Fig. 1: run 1, M3 wires
Scale: 4 px per um.
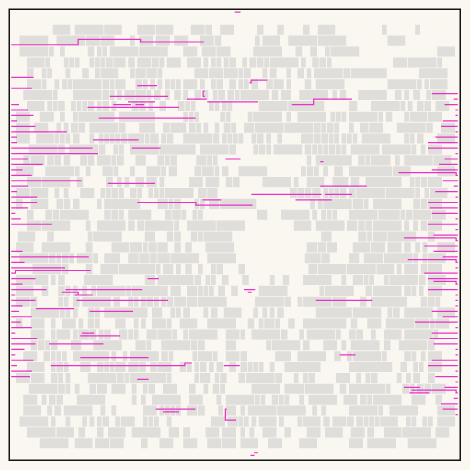
Fig. 2: run 1, clock wires, drivers and flops
Scale: 3 px per um.
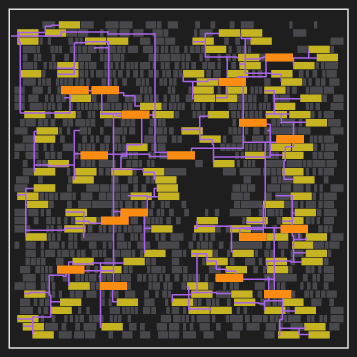
Fig. 3: run 1, placement density heat map
Scale: 3 px per um. The die is cut into 11 by 11 equal tiles; white is low, dark blue is high, 0 to 100% covered.
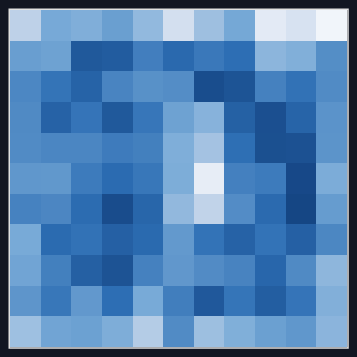
--- src/rtl/mem_load_store_unit.sv ---
// MEM-stage load/store initiator: aligns store data, builds big-endian byte enables,
// formats load data and stalls the pipeline across a req/ack data-memory handshake.
module mem_load_store_unit #(
    parameter int TIMEOUT_CYCLES = 255
) (
    input  logic        clk,
    input  logic        rst,
    input  logic        mem_read,
    input  logic        mem_write,
    input  logic [1:0]  load_mode,
    input  logic [31:0] address,
    input  logic [31:0] write_data,
    output logic [31:0] read_data,
    output logic        load_done,
    output logic        stall,
    output logic        addr_error,
    output logic        bus_error,
    output logic        dmem_req,
    output logic        dmem_we,
    output logic [31:0] dmem_addr,
    output logic [3:0]  dmem_be,
    output logic [31:0] dmem_wdata,
    input  logic        dmem_ack,
    input  logic [31:0] dmem_rdata
);

    localparam int CW = (TIMEOUT_CYCLES > 1) ? $clog2(TIMEOUT_CYCLES) : 1;

    typedef enum logic [1:0] {
        IDLE,
        BUSY,
        DONE
    } state_t;

    state_t        state_q, state_d;
    logic [CW-1:0] cnt_q, cnt_d;
    logic          we_q, we_d;
    logic [31:0]   addr_q, addr_d;
    logic [1:0]    mode_q, mode_d;
    logic [3:0]    be_q, be_d;
    logic [31:0]   wdata_q, wdata_d;
    logic [31:0]   read_data_q, read_data_d;
    logic          load_done_q, load_done_d;
    logic          addr_error_q, addr_error_d;
    logic          bus_error_q, bus_error_d;

    logic          op_valid;
    logic          aligned;
    logic          timeout_hit;
    logic [3:0]    be_new;
    logic [31:0]   wdata_new;
    logic [15:0]   half_lane;
    logic [7:0]    byte_lane;
    logic [31:0]   load_fmt;

    always_comb begin
        op_valid  = mem_read | mem_write;
        aligned   = 1'b1;
        be_new    = 4'b1111;
        wdata_new = write_data;
        case (load_mode)
            2'b00: begin
                aligned   = (address[1:0] == 2'b00);
                be_new    = 4'b1111;
                wdata_new = write_data;
            end
            2'b01, 2'b10: begin
                aligned   = ~address[0];
                be_new    = address[1] ? 4'b0011 : 4'b1100;
                wdata_new = {2{write_data[15:0]}};
            end
            default: begin
                aligned   = 1'b1;
                be_new    = 4'b1000 >> address[1:0];
                wdata_new = {4{write_data[7:0]}};
            end
        endcase
    end

    // Load lane selection uses the latched offset/mode, since the pipeline inputs may change mid-access
    always_comb begin
        half_lane = addr_q[1] ? dmem_rdata[15:0] : dmem_rdata[31:16];
        case (addr_q[1:0])
            2'b00:   byte_lane = dmem_rdata[31:24];
            2'b01:   byte_lane = dmem_rdata[23:16];
            2'b10:   byte_lane = dmem_rdata[15:8];
            default: byte_lane = dmem_rdata[7:0];
        endcase
        case (mode_q)
            2'b00:   load_fmt = dmem_rdata;
            2'b01:   load_fmt = {{16{half_lane[15]}}, half_lane};
            2'b10:   load_fmt = {16'h0000, half_lane};
            default: load_fmt = {24'h000000, byte_lane};
        endcase
    end

    always_comb begin
        timeout_hit  = (TIMEOUT_CYCLES != 0) && (cnt_q == CW'(TIMEOUT_CYCLES - 1));
        state_d      = state_q;
        cnt_d        = cnt_q;
        we_d         = we_q;
        addr_d       = addr_q;
        mode_d       = mode_q;
        be_d         = be_q;
        wdata_d      = wdata_q;
        read_data_d  = read_data_q;
        load_done_d  = 1'b0;
        addr_error_d = 1'b0;
        bus_error_d  = 1'b0;
        stall        = 1'b0;
        case (state_q)
            IDLE: begin
                cnt_d = '0;
                if (op_valid) begin
                    if (!aligned) begin
                        addr_error_d = 1'b1;
                    end else begin
                        stall   = 1'b1;
                        we_d    = mem_write;
                        addr_d  = address;
                        mode_d  = load_mode;
                        be_d    = be_new;
                        wdata_d = wdata_new;
                        state_d = BUSY;
                    end
                end
            end
            BUSY: begin
                stall = 1'b1;
                cnt_d = cnt_q + 1'b1;
                if (dmem_ack) begin
                    if (!we_q) begin
                        read_data_d = load_fmt;
                    end
                    load_done_d = 1'b1;
                    state_d     = DONE;
                end else if (timeout_hit) begin
                    bus_error_d = 1'b1;
                    state_d     = DONE;
                end
            end
            DONE: begin
                cnt_d   = '0;
                state_d = IDLE;
            end
            default: begin
                state_d = IDLE;
            end
        endcase
    end

    always_ff @(posedge clk) begin
        if (rst) begin
            state_q      <= IDLE;
            cnt_q        <= '0;
            we_q         <= 1'b0;
            addr_q       <= '0;
            mode_q       <= '0;
            be_q         <= '0;
            wdata_q      <= '0;
            read_data_q  <= '0;
            load_done_q  <= 1'b0;
            addr_error_q <= 1'b0;
            bus_error_q  <= 1'b0;
        end else begin
            state_q      <= state_d;
            cnt_q        <= cnt_d;
            we_q         <= we_d;
            addr_q       <= addr_d;
            mode_q       <= mode_d;
            be_q         <= be_d;
            wdata_q      <= wdata_d;
            read_data_q  <= read_data_d;
            load_done_q  <= load_done_d;
            addr_error_q <= addr_error_d;
            bus_error_q  <= bus_error_d;
        end
    end

    assign read_data  = read_data_q;
    assign load_done  = load_done_q;
    assign addr_error = addr_error_q;
    assign bus_error  = bus_error_q;
    assign dmem_req   = (state_q == BUSY);
    assign dmem_we    = we_q;
    assign dmem_addr  = {addr_q[31:2], 2'b00};
    assign dmem_be    = be_q;
    assign dmem_wdata = wdata_q;

endmodule

--- config.mk ---
export PLATFORM = sky130hd
export DESIGN_NAME = mem_load_store_unit
export DESIGN_NICKNAME = d
export VERILOG_FILES = /design/src/rtl/mem_load_store_unit.sv
export SDC_FILE = /design/constraint.sdc
export NUM_CORES = 1
export LEC_CHECK = 0
export ABC_AREA = 1
export CAP_MARGIN = 30
export CORE_MARGIN = 1
export CORE_UTILIZATION = 44
export CTS_CLUSTER_SIZE = 14
export DETAILED_ROUTE_END_ITERATION = 8
export GPL_ROUTABILITY_DRIVEN = 0
export PLACE_DENSITY_LB_ADDON = 0.1
export SETUP_SLACK_MARGIN = 0.5
export SKIP_CTS_REPAIR_TIMING = 1
export SLEW_MARGIN = 10
export SYNTH_ARGS = -nofsm -noshare
export SYNTH_HDL_FRONTEND = slang
export SYNTH_SLANG_ARGS = --single-unit
--- constraint.sdc ---
create_clock -name clk -period 2.4 [get_ports clk]
set_clock_uncertainty 0.1 [all_clocks]
set_input_delay 0.6 -clock clk [delete_from_list [all_inputs] [get_ports clk]]
set_output_delay 0.6 -clock clk [all_outputs]
set_load 0.05 [all_outputs]
==> impl_metrics.yaml, run 1 <==
# flow metrics
layout:
  utilization_pct: 69.0
  most-common-layout-cells: "nand2_1 (184), nor2_1 (133), dfxtp_1 (116)"
  fill_cells: 1021
  nNetsFinal: 1069
  comb_area_sq_mm: 0.00242
  layout_top_cell: "nand2_1"
  syn_to_final_growth_pct: 50.2
  fin_cells: 1118
  antennaDiodeCount: 0
  drive_gt1_share_pct: 15.6
  layout.area.seq_sq_mm: 0.00232
critical_path:
  worst-setup-path-type: "in -> out"
  cp_data_arrival_time_ps: 1570
  path_max_fanout: 3
  path_delay_family: "buffers and inverters"
  crit_path_end_kind: "output port"
  max_stage_delay_ps: 180
  path_buffers: 4
  worstPathCellList: "buf_6 -> buf_6 -> inv_12 -> ha_4 -> a21oi_2 -> nand2_2 -> nand2_4 -> nand2_8 -> buf_12"
  start_kind: "input port"
  required_ps: 1700
  crit_top_cell: "buf_6"
  critical-path-slowest-cell: "ha_4"
synthesis:
  synth_warnings: 0
  ff_type: "dfxtp_1"
  yosys-top-cells-area: "dfxtp_1 (43%), nand2_1 (13%), nor2_1 (9.6%)"
  synthArstFlopShare_pct: 0
  yosys-stat-area_sq_mm: 0.00536
  top_area_cell: "dfxtp_1"
  synth.distinct_cells: 33
  syn_area_sq_mm: 0.00536
  ys_seq_share_pct: 43.3
  synth_top_area_share_pct: 43.3
  ys.flops: 116
  syn_avg_cell_area_sq_um: 6.94
  yosys_cells: 772
  edf_count: 0
  synthCells: 772
floorplan:
  die_h_um: 112
  die-area_sq_mm: 0.0126
  fp.dieW_um: 112
  coreArea_sq_mm: 0.0117
  ios: 209
  num_rows: 39
  fp_util_pct: 46.0
detailed_routing:
  drtPass1Iterations: 5
  drc: 0
  avgRoutedWirePerCell_um: 14.1
  drtIter0Drc: 298
  avgViaCountPerCell: 5.02
  ant_nets: 0
timing:
  final-max-slew-violation-count: 0
  max_freq_mhz: 440
  setup_ws_ps: 128
  hold_violations: 0
  tightest_slew_ps: 556
  fin_crit_sh_pct: 94.7
  rsz0062_at_grt: "true"
  setup_viol: 0
  min_period_ps: 2270
  maxSlewHeadroom_pct: 62.8
flow_run:
  warnings: 30
  drv_cap: 0
pwr:
  swShare_pct: 32.0
  combPwrFrac_pct: 26.5
  p_switching_mw: 2.13
  vdd_drop_max_mv: 0.413
  cellPowerDensity_mw_per_mm2: 825
  leakage_nw: 4.27
  p_int_mw: 4.52
  power_frac_seq_pct: 32.8
  clkPwrFrac_pct: 40.7
min_path:
  min_path_type: "reg -> reg"
placed_design:
  place_ws_ps: -309
  dp_cells: 1081
  hpwlAfterDp_mm: 11.2
  port_buffers: 206
clock_network:
  clkTransAtPathRegs_ps: 50
  cts-root-buf: "clkbuf_16"
  htree_levels: 4
  cts_buffers: 17
  cts.sinks: 116
  clkLatencyLatePin_ps: 410
  clockBufferDepth: 2
  cts_tree: "done"
global_routing:
  grt_pass1_wl_mm: 25.3
  grt_overflow_total: 0
  grt_max_degree: 46
  antenna_found_initial: 0
  grtUsageTotal_pct: 25.2
  grt_pass1_vias: 5308
run_status:
  status: "finished, final reports clean"
Back to the opening pictures, Fig. 1:
longest straight run	33.4 um
share of all routed wire	6.6%
main direction	horizontal
wire length on this layer	1030 um
via count: 5609
final wirelength: 15.7 mm
M3 GR Usage: 5.78%

Back to the opening pictures, Fig. 2:
[flip-flops] yellow | count: 116
[cells driving clock nets] orange | count: 17
[clock wires] purple | length: 1430 um
routed clock nets	18
flops lie	all over the die

Back to the opening pictures, Fig. 3:
tiles over 75% full	25%
mean over tiles	62%
fullest tile	91%

## run 1: power groups by stage
stage	combinational, mW	clock, mW	sequential (mW)
after global placement	1.78	0	2.22
after detailed placement	1.80	0	2.22
after floorplan	0.914	0	2.53
after CTS	1.82	2.74	2.18
final	1.76	2.70	2.18
after global routing	1.89	2.84	2.20
## run 1: routing by layer
layer	vias up	wire, um	track usage, %
met2	201	7640	42.9
met4	0	267	8.80
met5	-	0	0
met1	2572	6790	31.4
met3	19	1030	5.78
li1	2817	-	-
## run 1: registers in the layout (all words and copies together), names as in the netlist
name        count
cnt_q           8
read_data      32
state_q         2
dmem_wdata     32
addr_q         32
bus_error       1
addr_error      1
dmem_we         1
mode_q          2
dmem_be         4
load_done       1
## run 1: area by class of cell
type	count	area share, %
Sequential cell	116	28.8
Timing Repair Buffer	243	28.3
Multi-Input combinational cell	533	30.0
Clock buffer	20	5.80
Tap cell	143	2.22
Inverter	51	2.60
Clock inverter	12	2.21
## run 1: per-stage QoR
stage               power (mW)  instance area, sq um  hold slack, ps  TNS [ps]
finish                    6.64                  8050             354         0
global route              6.93                  8050             379         0
CTS                       6.74                  8110             356      -307
detailed placement        4.03                  7460             346    -13540
global placement          4.00                  7460             338    -13820
floorplan                 3.44                  5420             323         0
## run 1: tightest hold or removal path, stage by stage, from the launching register on
cell and delay, ps:
dfxtp_1 310, inv_1 50, a21oi_1 50
## run 1: path summary, 6_finish.rpt
| kind | endpoint | start | cells after the start | slack [ps] |
|---|---|---|---|---|
| max | stall | load_mode[1] | 9 | 130 |
| min | cnt_q[5]$_SDFFE_PP0P_ | cnt_q[5]$_SDFFE_PP0P_ | 2 | 350 |
| max reg2reg | read_data[6]$_SDFFE_PP0P_ | state_q[1]$_SDFFE_PP0P_ | 8 | 630 |
| min reg2reg | cnt_q[5]$_SDFFE_PP0P_ | cnt_q[5]$_SDFFE_PP0P_ | 2 | 350 |
## run 1: logic make-up (layout without fill, tap and decap cells)
kind of cell / after synthesis / in the layout / synth area share, %
AND/OR/NAND/NOR: 353 / 353 / 25.8
AND-OR/OR-AND: 173 / 173 / 17.1
XOR/XNOR: 1 / 1 / 0.163
adder cells (fa/ha/maj): 4 / 4 / 0.934
other: 1 / 2 / 0.0699
flip-flops: 116 / 116 / 43.3
buffers and inverters: 124 / 326 / 12.6
## run 1: cells in the mapped netlist (all sizes together) (2+ instances only)
cell    instances
o21ai          96
o31ai           2
nor2          140
buf            62
nand2         189
ha              4
a21boi          2
nor3            4
clkbuf         11
o211ai          6
a22oi           6
a21oi          60
inv            51
nand3          15
dfxtp         116
nand4           3
## Run 2: what changed since run 1
CORE_MARGIN = not set   (was 1)
==> impl_metrics.yaml, run 2 <==
# flow metrics
synthesis:
  synth.cells.most_frequent: "nand2_1 (187), nor2_1 (137), dfxtp_1 (116)"
  synth_warnings: 0
  edf_count: 0
  synth.distinct_cells: 33
  ys.flops: 116
  synthCells: 772
  synthArstFlopShare_pct: 0
  most_common_cell: "nand2_1"
  top_area_cell: "dfxtp_1"
  ys_seq_share_pct: 43.3
  syn_area_sq_mm: 0.00536
  syn_avg_cell_area_sq_um: 6.94
  synth_top_area_share_pct: 43.3
  yosys-top-cells-area: "dfxtp_1 (43%), nand2_1 (13%), nor2_1 (9.6%)"
  yosys-stat-area_sq_mm: 0.00536
  yosys_cells: 772
  ff_type: "dfxtp_1"
floorplan:
  die-area_sq_mm: 0.0126
  fp_util_pct: 46.0
  ios: 209
  num_rows: 39
  die_h_um: 112
  coreArea_sq_mm: 0.0117
  fp.dieW_um: 112
flow_run:
  warnings: 30
  drv_cap: 0
critical_path:
  critical-path-slowest-cell: "ha_4"
  worst-setup-path-type: "in -> out"
  r2r-start: "state_q[1]$_SDFFE_PP0P_"
  required_ps: 1700
  crit_path_end_kind: "output port"
  cp_data_arrival_time_ps: 1570
  crit_top_cell: "buf_6"
  max_stage_delay_ps: 180
  worstPathCellList: "buf_6 -> buf_6 -> inv_12 -> ha_4 -> a21oi_2 -> nand2_2 -> nand2_4 -> nand2_8 -> buf_12"
  crit_start: "load_mode[1]"
  path_max_fanout: 3
  start_kind: "input port"
clock_network:
  htree_levels: 4
  cts_buffers: 17
  cts-root-buf: "clkbuf_16"
  clkTransAtPathRegs_ps: 50
  cts.sinks: 116
  clockBufferDepth: 2
  cts_tree: "done"
  clkLatencyLatePin_ps: 410
pwr:
  vdd_drop_max_mv: 0.413
  power_frac_seq_pct: 32.8
  p_switching_mw: 2.13
  cellPowerDensity_mw_per_mm2: 825
  combPwrFrac_pct: 26.5
  power_mw: 6.64
  swShare_pct: 32.0
  clkPwrFrac_pct: 40.7
  p_int_mw: 4.52
  leakage_nw: 4.27
layout:
  utilization_pct: 69.0
  nNetsFinal: 1069
  finalInstanceArea_sq_mm: 0.00805
  most-common-layout-cells: "nand2_1 (184), nor2_1 (133), dfxtp_1 (116)"
  layout_top_cell: "nand2_1"
  antennaDiodeCount: 0
  drive_gt1_share_pct: 15.6
  syn_to_final_growth_pct: 50.2
global_routing:
  antenna_found_initial: 0
  grt_overflow_total: 0
  grt_pass1_wl_mm: 25.3
  grt_max_degree: 46
  grtUsageTotal_pct: 25.2
  grt_pass1_vias: 5308
timing:
  tightest_slew_ps: 556
  fin_crit_sh_pct: 94.7
  min_period_ps: 2270
  hold_violations: 0
  setup_viol: 0
  max_freq_mhz: 440
  maxSlewHeadroom_pct: 62.8
  final-max-slew-violation-count: 0
  rsz0062_at_grt: "true"
  fin_setup_tns_ps: 0
detailed_routing:
  wl_met2_mm: 7.64
  wl_met3_mm: 1.03
  met1_length_mm: 6.79
  drc: 0
  avgRoutedWirePerCell_um: 14.1
  avgViaCountPerCell: 5.02
  ant_nets: 0
  drtIter0Drc: 298
  wl_mm: 15.7
  vias: 5609
  top_layer: "met4"
  drtPass1Iterations: 5
placed_design:
  dpl_cell_area_sq_mm: 0.00746
  hpwlAfterDp_mm: 11.2
  port_buffers: 206
min_path:
  min_path_type: "reg -> reg"
  hp-start: "cnt_q[5]$_SDFFE_PP0P_"
run_status:
  status: "finished, final reports clean"
-- run 2: cell counts in the layout (fill, tap and decap cells not counted) --
No cell type changed its count.
-- run 2: cell type report --
class                           instances  area, sq um
Fill cell                            1021         3610
Multi-Input combinational cell        533         2420
Sequential cell                       116         2320
Timing Repair Buffer                  243         2280
Clock buffer                           20          467
Inverter                               51          209
Tap cell                              143          179
Clock inverter                         12          178
-- run 2: final timing paths --
kind,to,slack (ps),cells past startpoint
max reg2reg,read_data[6]$_SDFFE_PP0P_,630,8
min,cnt_q[5]$_SDFFE_PP0P_,350,2
max,stall,130,9
min reg2reg,cnt_q[5]$_SDFFE_PP0P_,350,2
-- run 2: critical path: cells and delay by family --
kind / cells / cell delay (ps)
buf+inv: 4 / 390
simple gates: 3 / 240
fa+ha+maj: 1 / 180
compound gates: 1 / 140
-- run 2: per-layer routing --
metal,vias to the layer above,global-route usage [%]
met2,201,42.9
met5,-,0
li1,2817,-
met3,19,5.78
met1,2572,31.4
met4,0,8.80
-- run 2: cells by family (layout without fill, tap and decap cells) --
| group | Yosys count | in the layout | synth area share [%] |
|---|---|---|---|
| XOR/XNOR | 1 | 1 | 0.163 |
| adder cells (fa/ha/maj) | 4 | 4 | 0.934 |
| buffers and inverters | 124 | 326 | 12.6 |
| AND/OR/NAND/NOR | 353 | 353 | 25.8 |
| flip-flops | 116 | 116 | 43.3 |
| AND-OR/OR-AND | 173 | 173 | 17.1 |
| other | 1 | 2 | 0.0699 |
-- run 2: metrics by stage --
stage	instances	setup slack, ps	hold slack, ps
detailed placement	1081	-309	346
global route	1118	79.2	379
global placement	1081	-328	338
CTS	1113	-307	356
floorplan	773	284	323
finish	1118	128	354
-- run 2: power groups by stage --
| stage | Sequential [mW] | Combinational (mW) | Clock, mW |
|---|---|---|---|
| final | 2.18 | 1.76 | 2.70 |
| after floorplan | 2.53 | 0.914 | 0 |
| after detailed placement | 2.22 | 1.80 | 0 |
| after CTS | 2.18 | 1.82 | 2.74 |
| after global placement | 2.22 | 1.78 | 0 |
| after global routing | 2.20 | 1.89 | 2.84 |
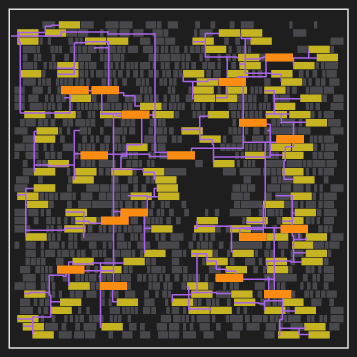
Fig. 4. Clock wires, drivers and flops (run 2).
Scale: 3 px per um.
[clock wires] purple | length: 1430 um
[cells driving clock nets] orange | count: 17
[flip-flops] yellow | count: 116
flops lie	all over the die
routed clock nets	18

## Run 3: what changed since run 2
clock period = 2.5 ns   (was 2.4 ns; I/O delays follow)
==> impl_metrics.yaml, run 3 <==
# flow metrics
clock_network:
  clkTransAtPathRegs_ps: 50
  htree_levels: 4
  cts-root-buf: "clkbuf_16"
  cts_buffers: 17
  cts_tree: "done"
  cts.sinks: 116
  clockBufferDepth: 2
  clkLatencyLatePin_ps: 410
placed_design:
  dpl_cell_area_sq_mm: 0.00745
  hpwlAfterDp_mm: 11.3
  port_buffers: 206
  place_ws_ps: -280
layout:
  comb_area_sq_mm: 0.00241
  drive_gt1_share_pct: 8.87
  finalInstanceArea_sq_mm: 0.00840
  most-common-layout-cells: "nand2_1 (185), nor2_1 (136), dfxtp_1 (116)"
  layout_top_cell: "nand2_1"
  nNetsFinal: 1064
  antennaDiodeCount: 0
  syn_to_final_growth_pct: 56.6
  layout.area.seq_sq_mm: 0.00232
  fill_cells: 875
synthesis:
  ys_seq_share_pct: 43.3
  ff_type: "dfxtp_1"
  synth_warnings: 0
  syn_avg_cell_area_sq_um: 6.94
  edf_count: 0
  yosys-stat-area_sq_mm: 0.00536
  top_area_cell: "dfxtp_1"
  ys.flops: 116
  synth_top_area_share_pct: 43.3
  most_common_cell: "nand2_1"
  synthCells: 772
  syn_area_sq_mm: 0.00536
  synthArstFlopShare_pct: 0
  synth.distinct_cells: 33
  synth.cells.most_frequent: "nand2_1 (187), nor2_1 (137), dfxtp_1 (116)"
  yosys-top-cells-area: "dfxtp_1 (43%), nand2_1 (13%), nor2_1 (9.6%)"
  yosys_cells: 772
critical_path:
  reg2reg_slack_ps: 730
  crit_path_end_kind: "output port"
  r2r_cells: 9
  start_kind: "input port"
  path_max_fanout: 3
  max_stage_delay_ps: 190
  path_buffers: 4
  r2r-start: "state_q[1]$_SDFFE_PP0P_"
  worstPathCellList: "buf_6 -> buf_8 -> inv_12 -> ha_4 -> a21oi_4 -> nand2_2 -> nand2_4 -> nand2_8 -> buf_12"
  rr_endpoint: "dmem_wdata[24]$_SDFFE_PP0P_"
  path_delay_family: "buffers and inverters"
  required_ps: 1770
  worst-setup-path-type: "in -> out"
  cp_data_arrival_time_ps: 1610
  critical-path-slowest-cell: "ha_4"
detailed_routing:
  avgViaCountPerCell: 5.06
  wl_mm: 15.9
  ant_nets: 0
  drtPass1Iterations: 5
  vias: 5630
  drtIter0Drc: 358
  avgRoutedWirePerCell_um: 14.2
  drc: 0
timing:
  rsz0062_at_grt: "true"
  tightest_slew_ps: 566
  max_freq_mhz: 428
  hold_ws_ps: 357
  final-max-slew-violation-count: 0
  min_period_ps: 2340
  setup_ws_ps: 162
  hold_violations: 0
  fin_crit_sh_pct: 93.5
  maxSlewHeadroom_pct: 62.2
  setup_viol: 0
min_path:
  min_to: "cnt_q[5]$_SDFFE_PP0P_"
  min_path_type: "reg -> reg"
  hp-start: "cnt_q[5]$_SDFFE_PP0P_"
  min_path_cells: 2
pwr:
  power_mw: 6.38
  vdd_drop_max_mv: 0.466
  combPwrFrac_pct: 27.6
  p_switching_mw: 2.00
  cellPowerDensity_mw_per_mm2: 760
  p_int_mw: 4.38
  power_frac_seq_pct: 32.8
  clkPwrFrac_pct: 39.6
  leakage_nw: 5.07
  swShare_pct: 31.4
global_routing:
  grt_overflow_total: 0
  antenna_found_initial: 0
  grt_pass1_vias: 5216
  grtUsageTotal_pct: 24.6
  grt_pass1_wl_mm: 24.7
  grt_max_degree: 43
flow_run:
  warnings: 30
  drv_cap: 0
floorplan:
  num_rows: 39
  fp.dieW_um: 112
  die-area_sq_mm: 0.0126
  ios: 209
  die_h_um: 112
run_status:
  status: "finished, final reports clean"
==> run 3: cell type report <==
| type | count | area share, % |
|---|---|---|
| well taps | 143 | 2.13 |
| inverters | 51 | 2.55 |
| clock buffers | 23 | 5.57 |
| clock inverters | 9 | 1.80 |
| multi-input cells | 533 | 28.8 |
| flip-flops and latches | 116 | 27.7 |
| repair buffers | 238 | 31.5 |
==> run 3: power groups by stage <==
stage | Combinational, mW | Clock, mW | Sequential [mW]
after global placement | 1.71 | 0 | 2.13
after detailed placement | 1.73 | 0 | 2.14
after CTS | 1.74 | 2.57 | 2.10
final | 1.76 | 2.53 | 2.09
after global routing | 1.88 | 2.65 | 2.11
after floorplan | 0.878 | 0 | 2.43
==> run 3: how the worst max path moves through the flow <==
stage,from,end,slack [ps],cells past startpoint
6_report,load_mode[1],stall,160,9
5_1_grt,load_mode[1],stall,120,9
4_1_cts,load_mode[1],stall,-280,9
3_5_place_dp,load_mode[1],stall,-280,9
3_3_place_gp,load_mode[1],stall,-290,9
2_1_floorplan,load_mode[1],stall,330,7
==> run 3: cells by family (layout without fill, tap and decap cells) <==
family,Yosys count,in the layout,share of synthesized area [%]
and+or+nand+nor,353,353,25.8
AOI/OAI and AO/OA,173,173,17.1
buffers and inverters,124,321,12.6
DFF,116,116,43.3
adders and majority gates,4,4,0.934
other,1,2,0.0699
xor gates and xnor gates,1,1,0.163
==> run 3: per-layer routing <==
metal | wire (um) | vias up | GRT usage [%]
li1 | - | 2806 | -
met1 | 6780 | 2564 | 29.9
met2 | 7550 | 227 | 41.3
met3 | 1060 | 33 | 5.94
met4 | 459 | 0 | 11.4
met5 | 0 | - | 0
==> run 3: stage by stage <==
| stage | TNS, ps | std cells |
|---|---|---|
| global placement | -10320 | 1079 |
| floorplan | 0 | 773 |
| global route | 0 | 1113 |
| CTS | -333 | 1111 |
| detailed placement | -11520 | 1079 |
| finish | 0 | 1113 |
==> run 3: tightest hold or removal path, cell delays in order, from the launching register on <==
cell	delay [ps]
dfxtp_1	310
inv_1	50
a21oi_1	50
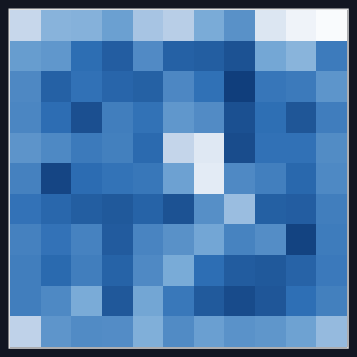
Fig. 5. Placement density heat map (run 3).
Scale: 3 px per um. The die is cut into 11 by 11 equal tiles; white is low, dark blue is high, 0 to 100% covered.
tiles over 75% full	31%
fullest tile	94%
mean over tiles	65%
core box area: 0.0117 sq mm
FP Core Util: 46.0%
final core occ: 72.0%

Power figures rest on the tool's default switching activity, not on a simulated workload.
